### src/rtl/wb_la_master_pkg.sv
`default_nettype none
// ============================================================================
// Module      : wb_la_master_pkg
// Description : Shared widths, state encoding and counter width for the
//               wb_la_master Wishbone classic initiator.
// Revision    : 1.0 - initial release
// ============================================================================
package wb_la_master_pkg;

  // Wishbone bus widths
  localparam int C_WB_ADDR_W = 32;
  localparam int C_WB_DATA_W = 32;
  localparam int C_WB_SEL_W  = 4;

  // Width of the ack-timeout counter; holds any TIMEOUT_CYCLES up to 255
  localparam int C_TO_CNT_W  = 8;

  // Transfer state encoding (IDLE / BUS / RESP)
  typedef logic [1:0] state_t;
  localparam logic [1:0] C_ST_IDLE = 2'd0;
  localparam logic [1:0] C_ST_BUS  = 2'd1;
  localparam logic [1:0] C_ST_RESP = 2'd2;

endpackage : wb_la_master_pkg
`default_nettype wire

### src/rtl/wb_la_timeout_cnt.sv
`default_nettype none
// ============================================================================
// Module      : wb_la_timeout_cnt
// Description : Counts bus cycles spent waiting for ack. 'expired' is high
//               during the TIMEOUT_CYCLES-th counted cycle, so the owner can
//               abort on that same edge unless ack arrives with it.
// Revision    : 1.0 - initial release
// ============================================================================
module wb_la_timeout_cnt
  import wb_la_master_pkg::*;
#(
  parameter int TIMEOUT_CYCLES = 16
) (
  input  logic clk,
  input  logic rst,
  input  logic clear,
  input  logic enable,
  output logic expired
);

  // Count value seen during the final allowed wait cycle
  localparam logic [C_TO_CNT_W-1:0] C_LAST = C_TO_CNT_W'(TIMEOUT_CYCLES - 1);

  logic [C_TO_CNT_W-1:0] r_count;

  // Wait-cycle counter: zeroed whenever the owner is not waiting on the bus
  always_ff @(posedge clk) begin
    if (rst || clear) begin
      r_count <= '0;
    end else if (enable) begin
      r_count <= r_count + C_TO_CNT_W'(1);
    end
  end

  assign expired = (r_count == C_LAST);

endmodule : wb_la_timeout_cnt
`default_nettype wire

### src/rtl/wb_la_master.sv
`default_nettype none
// ============================================================================
// Module      : wb_la_master
// Description : Single-outstanding Wishbone classic initiator. Accepts one
//               command, runs one cyc/stb cycle until ack, then holds the
//               response until it is taken.
//               Optional ack timeout enabled by macro WB_LA_MASTER_TIMEOUT_EN.
// Revision    : 1.0 - initial release
// ============================================================================
module wb_la_master
  import wb_la_master_pkg::*;
#(
  parameter int TIMEOUT_CYCLES = 16
) (
  input  logic                   wb_clk_i,
  input  logic                   wb_rst_i,
  // command channel
  input  logic                   cmd_valid,
  output logic                   cmd_ready,
  input  logic                   cmd_we,
  input  logic [C_WB_ADDR_W-1:0] cmd_addr,
  input  logic [C_WB_DATA_W-1:0] cmd_wdata,
  input  logic [C_WB_SEL_W-1:0]  cmd_sel,
  // response channel
  output logic                   rsp_valid,
  input  logic                   rsp_ready,
  output logic [C_WB_DATA_W-1:0] rsp_rdata,
  output logic                   rsp_err,
  // Wishbone initiator
  output logic                   o_wb_cyc,
  output logic                   o_wb_stb,
  output logic                   o_wb_we,
  output logic [C_WB_SEL_W-1:0]  o_wb_sel,
  output logic [C_WB_ADDR_W-1:0] o_wb_addr,
  output logic [C_WB_DATA_W-1:0] o_wb_data,
  input  logic                   i_wb_ack,
  input  logic [C_WB_DATA_W-1:0] i_wb_data
);

  state_t                 r_state;
  logic                   r_we;
  logic [C_WB_ADDR_W-1:0] r_addr;
  logic [C_WB_DATA_W-1:0] r_wdata;
  logic [C_WB_SEL_W-1:0]  r_sel;
  logic [C_WB_DATA_W-1:0] r_rdata;

  logic w_in_idle;
  logic w_in_bus;
  logic w_in_resp;
  logic w_accept;
  logic w_ack;
  logic w_expired;
  logic w_timeout;
  logic w_rsp_take;

  assign w_in_idle  = (r_state == C_ST_IDLE);
  assign w_in_bus   = (r_state == C_ST_BUS);
  assign w_in_resp  = (r_state == C_ST_RESP);
  // Reset forces cmd_ready low even though the state already reads IDLE
  assign w_accept   = w_in_idle && !wb_rst_i && cmd_valid;
  // Ack only counts while a cycle is on the bus; ack beats a same-cycle timeout
  assign w_ack      = w_in_bus && i_wb_ack;
  assign w_timeout  = w_in_bus && !i_wb_ack && w_expired;
  assign w_rsp_take = w_in_resp && rsp_ready;

`ifdef WB_LA_MASTER_TIMEOUT_EN
  logic r_err;

  wb_la_timeout_cnt #(
    .TIMEOUT_CYCLES(TIMEOUT_CYCLES)
  ) u_timeout_cnt (
    .clk    (wb_clk_i),
    .rst    (wb_rst_i),
    .clear  (!w_in_bus),
    .enable (w_in_bus && !i_wb_ack),
    .expired(w_expired)
  );

  // Error flag: set by a timeout, cleared by ack completion or hand-off
  always_ff @(posedge wb_clk_i) begin
    if (wb_rst_i) begin
      r_err <= 1'b0;
    end else if (w_ack) begin
      r_err <= 1'b0;
    end else if (w_timeout) begin
      r_err <= 1'b1;
    end else if (w_rsp_take) begin
      r_err <= 1'b0;
    end
  end

  assign rsp_err = r_err;
`else
  // No timeout: the bus cycle waits for ack indefinitely
  assign w_expired = 1'b0;
  assign rsp_err   = 1'b0;
`endif

  // Transfer sequencing IDLE -> BUS -> RESP -> IDLE
  always_ff @(posedge wb_clk_i) begin
    if (wb_rst_i) begin
      r_state <= C_ST_IDLE;
    end else begin
      case (r_state)
        C_ST_IDLE: if (w_accept)              r_state <= C_ST_BUS;
        C_ST_BUS:  if (w_ack || w_timeout)    r_state <= C_ST_RESP;
        C_ST_RESP: if (w_rsp_take)            r_state <= C_ST_IDLE;
        default:                              r_state <= C_ST_IDLE;
      endcase
    end
  end

  // Command capture; only loaded in IDLE so bus outputs stay frozen in BUS
  always_ff @(posedge wb_clk_i) begin
    if (wb_rst_i) begin
      r_we    <= 1'b0;
      r_addr  <= '0;
      r_wdata <= '0;
      r_sel   <= '0;
    end else if (w_accept) begin
      r_we    <= cmd_we;
      r_addr  <= cmd_addr;
      r_wdata <= cmd_wdata;
      r_sel   <= cmd_sel;
    end
  end

  // Response data: read data captured at ack, zero for writes and timeouts
  always_ff @(posedge wb_clk_i) begin
    if (wb_rst_i) begin
      r_rdata <= '0;
    end else if (w_ack) begin
      r_rdata <= r_we ? '0 : i_wb_data;
    end else if (w_timeout || w_rsp_take) begin
      r_rdata <= '0;
    end
  end

  assign cmd_ready = w_in_idle && !wb_rst_i;
  assign rsp_valid = w_in_resp;
  assign rsp_rdata = r_rdata;

  // Bus outputs are qualified by BUS so they read zero everywhere else
  assign o_wb_cyc  = w_in_bus;
  assign o_wb_stb  = w_in_bus;
  assign o_wb_we   = w_in_bus && r_we;
  assign o_wb_sel  = w_in_bus ? r_sel   : '0;
  assign o_wb_addr = w_in_bus ? r_addr  : '0;
  assign o_wb_data = w_in_bus ? r_wdata : '0;

endmodule : wb_la_master
`default_nettype wire
### config.mk
export PLATFORM = sky130hd
export DESIGN_NAME = wb_la_master
export DESIGN_NICKNAME = d
export VERILOG_FILES = /design/src/rtl/wb_la_master_pkg.sv /design/src/rtl/wb_la_timeout_cnt.sv /design/src/rtl/wb_la_master.sv
export SDC_FILE = /design/constraint.sdc
export NUM_CORES = 1
export LEC_CHECK = 0
export ABC_CLOCK_PERIOD_IN_PS = 2200
export CELL_PAD_IN_SITES_DETAIL_PLACEMENT = 1
export CELL_PAD_IN_SITES_GLOBAL_PLACEMENT = 2
export CORE_MARGIN = 5
export CORE_UTILIZATION = 21
export DETAILED_ROUTE_END_ITERATION = 8
export PLACE_DENSITY_LB_ADDON = 0.1
export SYNTH_ARGS = -nofsm -noshare
export SYNTH_HDL_FRONTEND = slang
export SYNTH_HIERARCHICAL = 1
export SYNTH_SLANG_ARGS = --single-unit
### constraint.sdc
create_clock -name wb_clk_i -period 2.2 [get_ports wb_clk_i]
set_clock_uncertainty 0.1 [all_clocks]
set_input_delay 0.44 -clock wb_clk_i [delete_from_list [all_inputs] [get_ports wb_clk_i]]
set_output_delay 0.44 -clock wb_clk_i [all_outputs]
set_load 0.02 [all_outputs]
met1.png
Drawn at 2 px/µm.
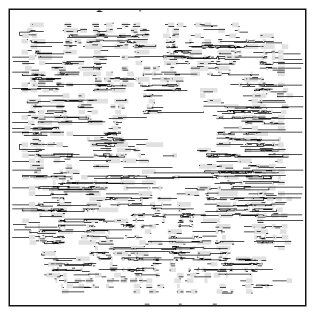
wire length on this layer: 5990 µm
main direction: horizontal
share of all routed wire: 42%
nets with wire on the layer: 670
longest straight run: 40.5 µm

met2.png
Drawn at 3 px/µm.
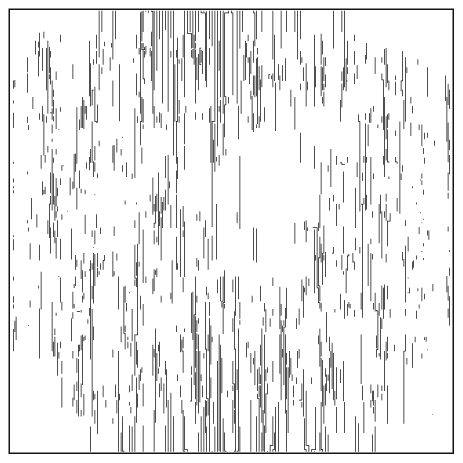
longest straight run: 48.1 µm
wire length on this layer: 6660 µm
nets with wire on the layer: 665
main direction: vertical

met3.png
Drawn at 2 px/µm.
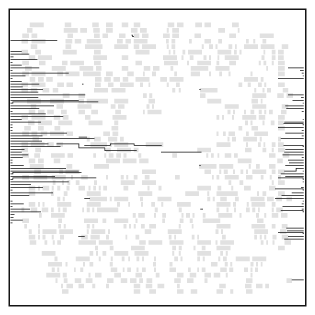
share of all routed wire: 9.3%
wire length on this layer: 1320 µm

met4.png
Drawn at 2 px/µm.
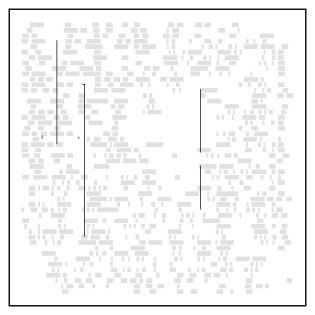
wire length on this layer: 184 µm
longest straight run: 76.1 µm
main direction: vertical
share of all routed wire: 1.3%
nets with wire on the layer: 3

final_congestion.png
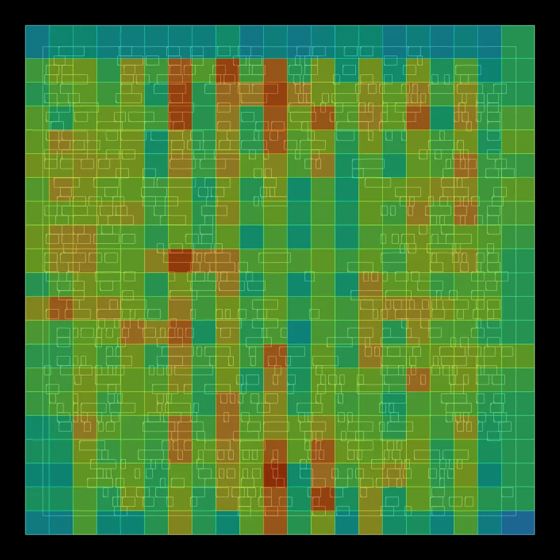
busiest grt layer: met2
end-of-flow core utilization: 35.2%
met2 track utilization from global routing: 21.8%
wire length per cell: 15.7 µm
grt met1 use: 15.6%

==> results.yml <==
# flow metrics
die:
  die_x_um: 148
  initCoreUtil_pct: 21.3
  die.size.y_um: 148
  ioPinCount: 212
routing:
  remaining_drc_errors: 0
  met3RoutedLength_um: 1320
  route.met2.wl_um: 6660
  routed_wirelength_um: 14200
  m1WireLength_um: 5990
  drtAntennaViolNets: 0
  routed.top_layer: "met5"
  initial_drt_markers: 114
finish:
  area.share.sequential_pct: 31.4
  mostFrequentLayoutCells: "nand2_1 (139), clkdlybuf4s50_1 (136), dfxtp_1 (103)"
  flow.area_growth_from_synthesis_pct: 65.3
  num-multi-input-gates: 322
  comb-cell-share_pct: 26.3
  n_all_buffers: 224
  final_cell_area_um2: 6570
  insertedDiodeCount: 0
  inverters: 1
  mi_logic_area_um2: 1730
  fillCellCount: 2160
  seq_cell_count: 103
  final_cell_count_no_fill: 900
  layout-drive-gt1-share_pct: 9.16
  nets: 767
yosys:
  topCellsByArea: "dfxtp_1 (52%), nand2_1 (13%), and2_1 (11%)"
  synth.comb.largest_family: "simple AND/OR/NAND/NOR gates"
  flop_cell: "dfxtp_1"
  synth.most_common_cell: "nand2_1"
  syn-mean-instance-area_um2: 8.52
  ys_chip_area_um2: 3970
  edf_count: 0
  yosysSeqAreaShare_pct: 51.9
  synth_cells: 466
  yosys-mux-area-fraction_pct: 0.252
  common_cells: "nand2_1 (139), dfxtp_1 (103), a21oi_1 (69), and2_1 (69), a22o_1 (32)"
  synthesized_area_fraction_occupied_by_and_or_nand_nor_cells_pct: 26.2
  post-synth-top-area-cell: "dfxtp_1"
sta:
  fin_crit_sh_pct: 95.7
  slew_headroom_pct: 60.3
  finalHoldViolations: 0
  rsz0062_at_grt: "false"
  worst_slack_ps: 95.6
  setup_viol: 0
  final.setup.tns_ps: 0
  timing_limited_maximum_frequency_mhz: 475
hold_path:
  min_path_type: "register to register"
  hp_start: "r_wdata[1]"
  holdPathStages: 2
  holdPathEnd: "r_wdata[1]"
job:
  stage_log_warnings: 26
clock_network:
  clkLatencyLatePin_ps: 340
  ctsHoldBuffers: 0
  total_cts_buffers: 9
  cts_tree: "built"
  post_cts.resized_instances: 74
  htreeDepth: 3
  clock_tree.root_cell: "clkbuf_16"
worst_setup_path:
  crit_required_ps: 1660
  critical_path.cell_chain: "nor2b_4 -> buf_12 -> and2_1 -> dlygate4sd2_1"
  worst_setup_endpoint: "o_wb_addr[23]"
  r2r_cells: 5
  timing.critical_path.to_type: "output pin"
  crit_path_max_fanout: 39
  critical_path.n_buffers_inverters: 2
  crit_slowest_cell: "dfxtp_1"
  critPathMaxStageDelay_ps: 330
power_and_ir_drop:
  static_power_due_to_leakage_nw: 2.58
  seqPwrFrac_pct: 44.2
  clock_power_share_pct: 41.8
  comb_power_share_pct: 14.0
  power_density_nw_per_um2: 684
  power_mw: 4.49
  sw_frac_of_total_pct: 23.2
  p_comb_uw: 627
  internal_power_mw: 3.45
global_routing:
  gr-usage-all-layers_pct: 13.3
  largest_net_degree_at_the_start_of_global_routing: 55
status:
  outcome: "finished clean"
placed_design:
  placed_cells_incl_taps: 884
  worst_slack_at_placement_ps: 90.2
  gpl.final_weighted_congestion: 0.700
  place.port_buffers: 210
  dpl_cell_area_um2: 6350
